[config.mk]
export PLATFORM = sky130hd
export DESIGN_NAME = mem_burst_master
export DESIGN_NICKNAME = d
export VERILOG_FILES = /design/src/rtl/mem_burst_master.sv
export SDC_FILE = /design/constraint.sdc
export NUM_CORES = 1
export LEC_CHECK = 0
export CAP_MARGIN = 0
export CORE_AREA = 3 3 123 125
export CTS_CLUSTER_DIAMETER = 80
export DETAILED_ROUTE_END_ITERATION = 6
export DIE_AREA = 0 0 126 128
export DONT_BUFFER_PORTS = 1
export HOLD_SLACK_MARGIN = 0.08
export MAX_ROUTING_LAYER = met4
export PLACE_DENSITY_LB_ADDON = 0.08
export RECOVER_POWER = 25
export REMOVE_ABC_BUFFERS = 1
export SLEW_MARGIN = 20
export SYNTH_ARGS = -nofsm -noshare
export SYNTH_HDL_FRONTEND = slang
export SYNTH_SLANG_ARGS = --single-unit
[constraint.sdc]
create_clock -name clk -period 3.1 [get_ports clk]
set_clock_uncertainty 0.2 [all_clocks]
set_input_delay 0.31 -clock clk [delete_from_list [all_inputs] [get_ports clk]]
set_output_delay 0.31 -clock clk [all_outputs]
set_load 0.01 [all_outputs]
[src/rtl/mem_burst_master.sv]
// Burst master that turns one request (start address, beat count, direction)
// into consecutive word accesses on a simple single-port memory interface.
// Writes are paced by the incoming write-beat stream. Reads issue one address
// per cycle. When SHOWAHEAD=0 the memory returns data one cycle after the
// address, so a one-stage valid/last pipeline follows it and a DRAIN state
// presents the final beat.
module mem_burst_master #(
  parameter int MEM_WIDTH_BYTES = 8,
  parameter int MEM_DEPTH       = 1024,
  parameter int SHOWAHEAD       = 0
) (
  input  logic                             clk,
  input  logic                             reset,
  input  logic                             req_valid_in,
  output logic                             req_ready_out,
  input  logic                             req_write_in,
  input  logic [$clog2(MEM_DEPTH)-1:0]     req_addr_in,
  input  logic [7:0]                       req_len_in,
  input  logic                             wdata_valid_in,
  output logic                             wdata_ready_out,
  input  logic [MEM_WIDTH_BYTES*8-1:0]     wdata_in,
  input  logic [MEM_WIDTH_BYTES-1:0]       wmask_in,
  output logic                             rdata_valid_out,
  output logic [MEM_WIDTH_BYTES*8-1:0]     rdata_out,
  output logic                             rdata_last_out,
  output logic                             mem_write_out,
  output logic [$clog2(MEM_DEPTH)-1:0]     mem_write_addr_out,
  output logic [MEM_WIDTH_BYTES*8-1:0]     mem_write_data_out,
  output logic [MEM_WIDTH_BYTES-1:0]       mem_write_mask_out,
  output logic                             mem_read_out,
  output logic [$clog2(MEM_DEPTH)-1:0]     mem_read_addr_out,
  input  logic [MEM_WIDTH_BYTES*8-1:0]     mem_read_data_in,
  output logic                             busy_out,
  input  logic                             debugen_in
);

  localparam int AW = $clog2(MEM_DEPTH);

  typedef enum logic [1:0] {
    ST_IDLE  = 2'd0,
    ST_WRITE = 2'd1,
    ST_READ  = 2'd2,
    ST_DRAIN = 2'd3
  } state_e;

  state_e          state_q, state_d;
  logic [AW-1:0]   cur_addr_q, cur_addr_d;
  logic [7:0]      beats_left_q, beats_left_d;
  logic            is_write_q, is_write_d;
  logic            req_fire;
  logic            last_beat;
  logic [AW-1:0]   addr_inc;

  // The trace enable has no functional effect; simulation wrappers observe
  // the port directly to print per-cycle traces.
  logic debugen_unused;
  assign debugen_unused = debugen_in;

  assign req_fire  = req_valid_in && req_ready_out;
  assign last_beat = (beats_left_q == 8'd0);
  // Explicit wrap so depths that are not a power of two still wrap at MEM_DEPTH-1.
  assign addr_inc  = (cur_addr_q == AW'(MEM_DEPTH - 1)) ? '0 : cur_addr_q + AW'(1);

  // State register; reset returns to IDLE and aborts any burst.
  always_ff @(posedge clk) begin
    if (!reset) state_q <= ST_IDLE;
    else        state_q <= state_d;
  end

  // Next-state logic: write bursts end on the last accepted beat, read
  // bursts end after the last issue (plus one DRAIN cycle without showahead).
  always_comb begin
    state_d = state_q;
    unique case (state_q)
      ST_IDLE:  if (req_fire) state_d = req_write_in ? ST_WRITE : ST_READ;
      ST_WRITE: if (wdata_valid_in && last_beat) state_d = ST_IDLE;
      ST_READ:  if (last_beat) state_d = (SHOWAHEAD != 0) ? ST_IDLE : ST_DRAIN;
      ST_DRAIN: state_d = ST_IDLE;
      default:  state_d = ST_IDLE;
    endcase
  end

  // Output decode; every strobe is held low while reset is asserted. The
  // direction bit also gates the strobes so they can never both be high.
  always_comb begin
    req_ready_out   = 1'b0;
    wdata_ready_out = 1'b0;
    mem_write_out   = 1'b0;
    mem_read_out    = 1'b0;
    busy_out        = 1'b0;
    if (reset) begin
      busy_out = (state_q != ST_IDLE);
      unique case (state_q)
        ST_IDLE:  req_ready_out = 1'b1;
        ST_WRITE: begin
          wdata_ready_out = 1'b1;
          mem_write_out   = wdata_valid_in && is_write_q;
        end
        ST_READ:  mem_read_out = !is_write_q;
        default:  ;
      endcase
    end
  end

  // Burst bookkeeping: latch the request, then step address and count per beat.
  always_comb begin
    cur_addr_d   = cur_addr_q;
    beats_left_d = beats_left_q;
    is_write_d   = is_write_q;
    unique case (state_q)
      ST_IDLE: begin
        if (req_fire) begin
          cur_addr_d   = req_addr_in;
          beats_left_d = req_len_in;
          is_write_d   = req_write_in;
        end
      end
      ST_WRITE: begin
        if (wdata_valid_in) begin
          cur_addr_d   = addr_inc;
          beats_left_d = beats_left_q - 8'd1;
        end
      end
      ST_READ: begin
        cur_addr_d   = addr_inc;
        beats_left_d = beats_left_q - 8'd1;
      end
      default: ;
    endcase
  end

  // Burst bookkeeping registers.
  always_ff @(posedge clk) begin
    if (!reset) begin
      cur_addr_q   <= '0;
      beats_left_q <= 8'd0;
      is_write_q   <= 1'b0;
    end else begin
      cur_addr_q   <= cur_addr_d;
      beats_left_q <= beats_left_d;
      is_write_q   <= is_write_d;
    end
  end

  assign mem_write_addr_out = cur_addr_q;
  assign mem_write_data_out = wdata_in;
  assign mem_write_mask_out = wmask_in;
  assign mem_read_addr_out  = cur_addr_q;
  assign rdata_out          = mem_read_data_in;

  generate
    if (SHOWAHEAD != 0) begin : g_showahead
      // Data arrives with the address, so the read beat is the issue itself.
      always_comb begin
        rdata_valid_out = mem_read_out;
        rdata_last_out  = mem_read_out && last_beat;
      end
    end else begin : g_registered
      logic rd_valid_q, rd_valid_d;
      logic rd_last_q, rd_last_d;

      // Valid/last follow each issue by one cycle to line up with the data.
      always_comb begin
        rd_valid_d = mem_read_out;
        rd_last_d  = mem_read_out && last_beat;
      end

      // Read pipeline register; reset discards any beat in flight.
      always_ff @(posedge clk) begin
        if (!reset) begin
          rd_valid_q <= 1'b0;
          rd_last_q  <= 1'b0;
        end else begin
          rd_valid_q <= rd_valid_d;
          rd_last_q  <= rd_last_d;
        end
      end

      // Pipeline outputs, forced low while reset is held.
      always_comb begin
        rdata_valid_out = rd_valid_q && reset;
        rdata_last_out  = rd_last_q && reset;
      end
    end
  endgenerate

endmodule

Fig. 1: run 1, sequential cells colored by netlist name
Other sequential cells in the stronger gray, the rest of the logic in the fainter gray.
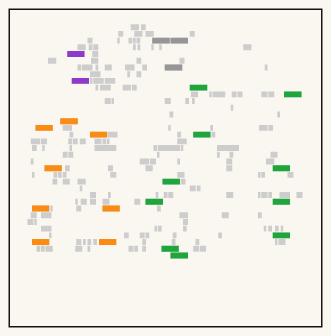
- green: mem_read_addr_out (placed flops 10)
- orange: beats_left_q (placed flops 8)
- purple: state_q (placed flops 2)
- not colored: 3

Fig. 2: run 1, clock network drawn from the DEF
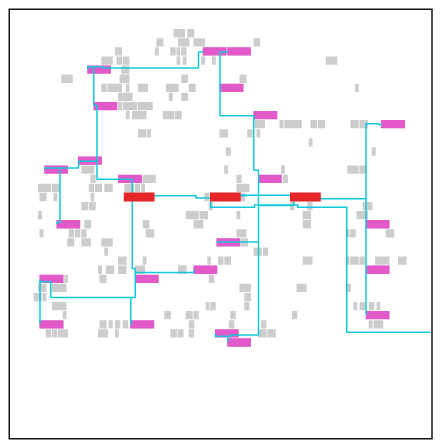
- red: clock-net drivers (count 3)
- magenta: flip-flops (count 23)
- cyan: clock wires (length 617 um)
- routed clock nets: 4

Fig. 3: run 1, cells colored by class
Bar = 50 um.
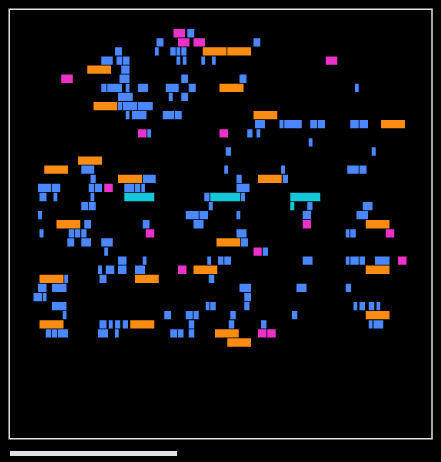
- orange: registers (cells 23)
- magenta: remaining buffers and delay cells (cells 16)
- blue: remaining logic cells (cells 154)
- cyan: clock drivers and dummy loads (cells 4)

==> run summary, run 1 <==
Entry: Yosys synthesis followed by OpenROAD place and route.

Floorplan:
- The run puts the number of tap instances at 180.
- The chip occupies 16100 um^2.
- The run gives the share of the core filled by cells before placement as 0.185.
- In this run the count of I/O pins placed on the die edge is 323.
- Measured along the y axis, the die boundary spans 128 um.
- The run puts the floorplan die width at 126 um.

Logic synthesis:
- After synthesis the netlist holds a flip-flop and latch count of 23.
- The run puts the post-synthesis simple-gate area fraction at 0.136.
- Summing all multiplexer cells gives an area fraction of 0.00821.
- The run puts the share of the yosys chip area belonging to registers at 0.178.
- For this run, the leading register cell type out of synthesis is dfxtp_1.

Cells and area:
- The run gives the top cell class by occupied area as combinational gates.
- The run gives the number of antenna repair diodes as 2.
- The layout stage reports a final design area of 1880 um^2.
- The run puts the fraction of layout instances using a drive strength above 1 at 0.122.

Worst setup path:
- Among the stages of the critical path, the cell type that occurs most often is a211oi_1.
- The run puts the buffer and inverter count on the worst path at 1.
- Per the timing report, the biggest fanout along the worst path comes to 19.
- In this run the worst setup path begins at state_q[1].

Pwr:
- The run puts the part of the total power dissipated in combinational logic at 0.556.
- The run gives the switching power total as 1.02 mW.
- The run puts the total power per unit cell area at 1070 nW/um^2.

STA:
- The run gives the final-report setup violation count as 0.
- The run gives the relative slew slack as 0.393.
- Based on the critical path, the design can be clocked at up to 410 MHz.
- The run gives the worst-case hold slack as 0.0883 ns.

Outcome:
- The flow ran to the end, and the final reports show no timing, DRC or antenna violations.

Drt:
- The run puts the average wire per cell in the routed design at 77.1 um.
- The run gives the amount of wire on met3 after detailed routing as 7.78 mm.

Global route:
- The via count of the first global-routing pass was 1884.
- Routing resource usage on met2 recorded by global route was 0.600.

CTS:
- The run gives the clock transition at the registers of the reported paths as 0.08 ns.
run 1: Yosys cell counts, types with 2 or more instances:
cell type    n  area, um^2
a32oi_1      2        17.5
a21oi_1     16        80.1
o311ai_0     2        17.5
clkbuf_1     4        15.0
inv_1        6        22.5
and2_1       5        31.3
dfxtp_1     23         460
o31ai_1      3        22.5
a211oi_1     3        22.5
o21a_1       3        22.5
nand2b_1     3        18.8
a31oi_1      4        25.0
ha_1         8         100
nor2b_1      8        50.1
buf_2        3        15.0
o21ai_0     11        55.1
buf_4      147        1100
buf_6        2        22.5
o221a_2      4        45.0
and3_1       5        31.3
nor2_1      22        82.6
nand3_1      6        30.0
nand2_1     12        45.0
nor3_1       5        25.0
o2bb2ai_1    2        17.5
Fig. 4: run 1, routing congestion
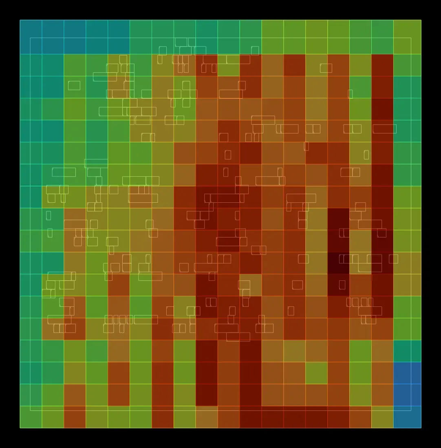

==> run 1 -> run 2 <==
==> constraint.sdc (replaced) <==
create_clock -name clk -period 2.1 [get_ports clk]
set_clock_uncertainty 0.2 [all_clocks]
set_input_delay 0.21 -clock clk [delete_from_list [all_inputs] [get_ports clk]]
set_output_delay 0.21 -clock clk [all_outputs]
set_load 0.01 [all_outputs]
Fig. 5: run 2, routing congestion
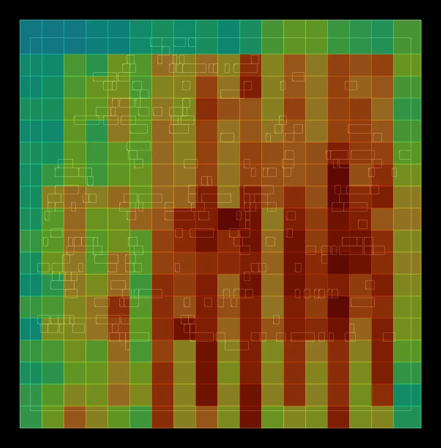
met3 Use GR: 0.485
Avg WL per Cell: 72.7 um
Core Util, Final: 0.153
met2 layer usage reported by global route: 0.597

Fig. 6: run 2, sequential cells colored by netlist name
Other sequential cells in the stronger gray, the rest of the logic in the fainter gray.
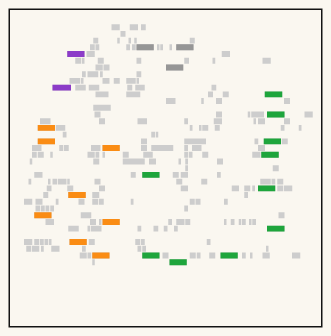
- green: mem_read_addr_out (placed flops 10)
- purple: state_q (placed flops 2)
- orange: beats_left_q (placed flops 8)
- not colored: 3

==> run summary, run 2 <==
Entry: Yosys synthesis followed by OpenROAD place and route.

Outcome:
- Outcome: completed (unchanged).

Global route:
- The run puts the via count of the first global-routing pass at 1996 (was 1884).
- The run gives the wire length of the first global-routing pass as 34.2 mm (was 33.7 mm).
- The run puts the pin count of the biggest net entering global routing at 29 (unchanged).

Logic synthesis:
- The share of the yosys chip area belonging to registers was 0.178 (unchanged).
- Most used standard cells in the synthesized netlist: buf_4, dfxtp_1, nor2_1, a21oi_1, nand2_1 (unchanged).
- Ranking of synthesized cells by area: buf_4, dfxtp_1, ha_1 (unchanged).
- The most used flip-flop cell after synthesis is dfxtp_1 (unchanged).
- The run gives the leading area contributor after synthesis as buf_4 (unchanged).
- The run gives the area fraction of the dominant cell type after synthesis as 0.426 (unchanged).
- The run gives the number of distinct library cells after synthesis as 49 (unchanged).
- The run puts the register bit total from synthesis at 23 (unchanged).

Cells and area:
- The buffering overhead came to 0.173 (was 0.0707).
- The run gives the number of antenna repair diodes as 1 (was 2).
- The run puts the tally of clock buffers in the finished layout at 3 (was 4).
- The fraction of layout instances using a drive strength above 1 is 0.215 (was 0.122).

STA:
- The run puts the peak clock frequency supported by timing at 509 MHz (was 410 MHz).
- The run gives the final-report setup violation count as 0 (unchanged).
- The run gives the relative slew slack as 0.528 (was 0.393).

Floorplan:
- The run gives the number of tap instances as 180 (unchanged).
- The run gives the floorplan die width as 126 um (unchanged).
- The run gives the floorplan die height as 128 um (unchanged).
- The number of primary I/O pins was 323 (unchanged).
- The run puts the share of the core filled by cells before placement at 0.185 (unchanged).

CTS:
- The run gives the clock transition at the registers of the reported paths as 0.08 ns (about the same).

Worst setup path:
- The buffer and inverter count on the worst path was 2 (was 1).
- The run puts the maximum fanout count along the critical path at 11 (was 19).
- The timing startpoint of the critical path is state_q[0] (was state_q[1]).

Drt:
- The highest layer used for signal routing is met4 (unchanged).
- The run gives the amount of wire on met3 after detailed routing as 8.25 mm (was 7.78 mm).

Pwr:
- The run gives the part of the total power dissipated in combinational logic as 0.638 (was 0.556).
- The run gives the total power per unit cell area as 1550 nW/um^2 (was 1070 nW/um^2).
- The power of the clock network came to 0.479 mW (was 0.327 mW).

Run:
- The run gives the tool warning count as 32 (was 31).
## run 2: per-stage QoR
step | cell area [um^2] | total power [mW] | hold slack [ns] | utilization | TNS (ns)
2_1_floorplan | 1440 | 1.81 | 0.127 | - | -2.89
3_3_place_gp | 1880 | 2.75 | 0.132 | 0.135 | 0
3_5_place_dp | 1880 | 2.73 | 0.135 | 0.135 | 0
4_1_cts | 2090 | 3.25 | 0.0855 | 0.150 | -0.00172
5_1_grt | 2140 | 3.55 | 0.118 | 0.153 | 0
6_report | 2140 | 3.32 | 0.0920 | 0.153 | 0
## run 2: cells by family (layout without fill, tap and decap cells)
family,count (synthesis),in the layout,share of synthesized area
simple gates,71,71,0.136
buf+inv,163,53,0.456
flops,23,23,0.178
fa+ha+maj,8,8,0.0386
other cells,0,1,0
mux,2,2,0.00821
compound gates,66,66,0.183
Power and IR drop assume default switching activity.
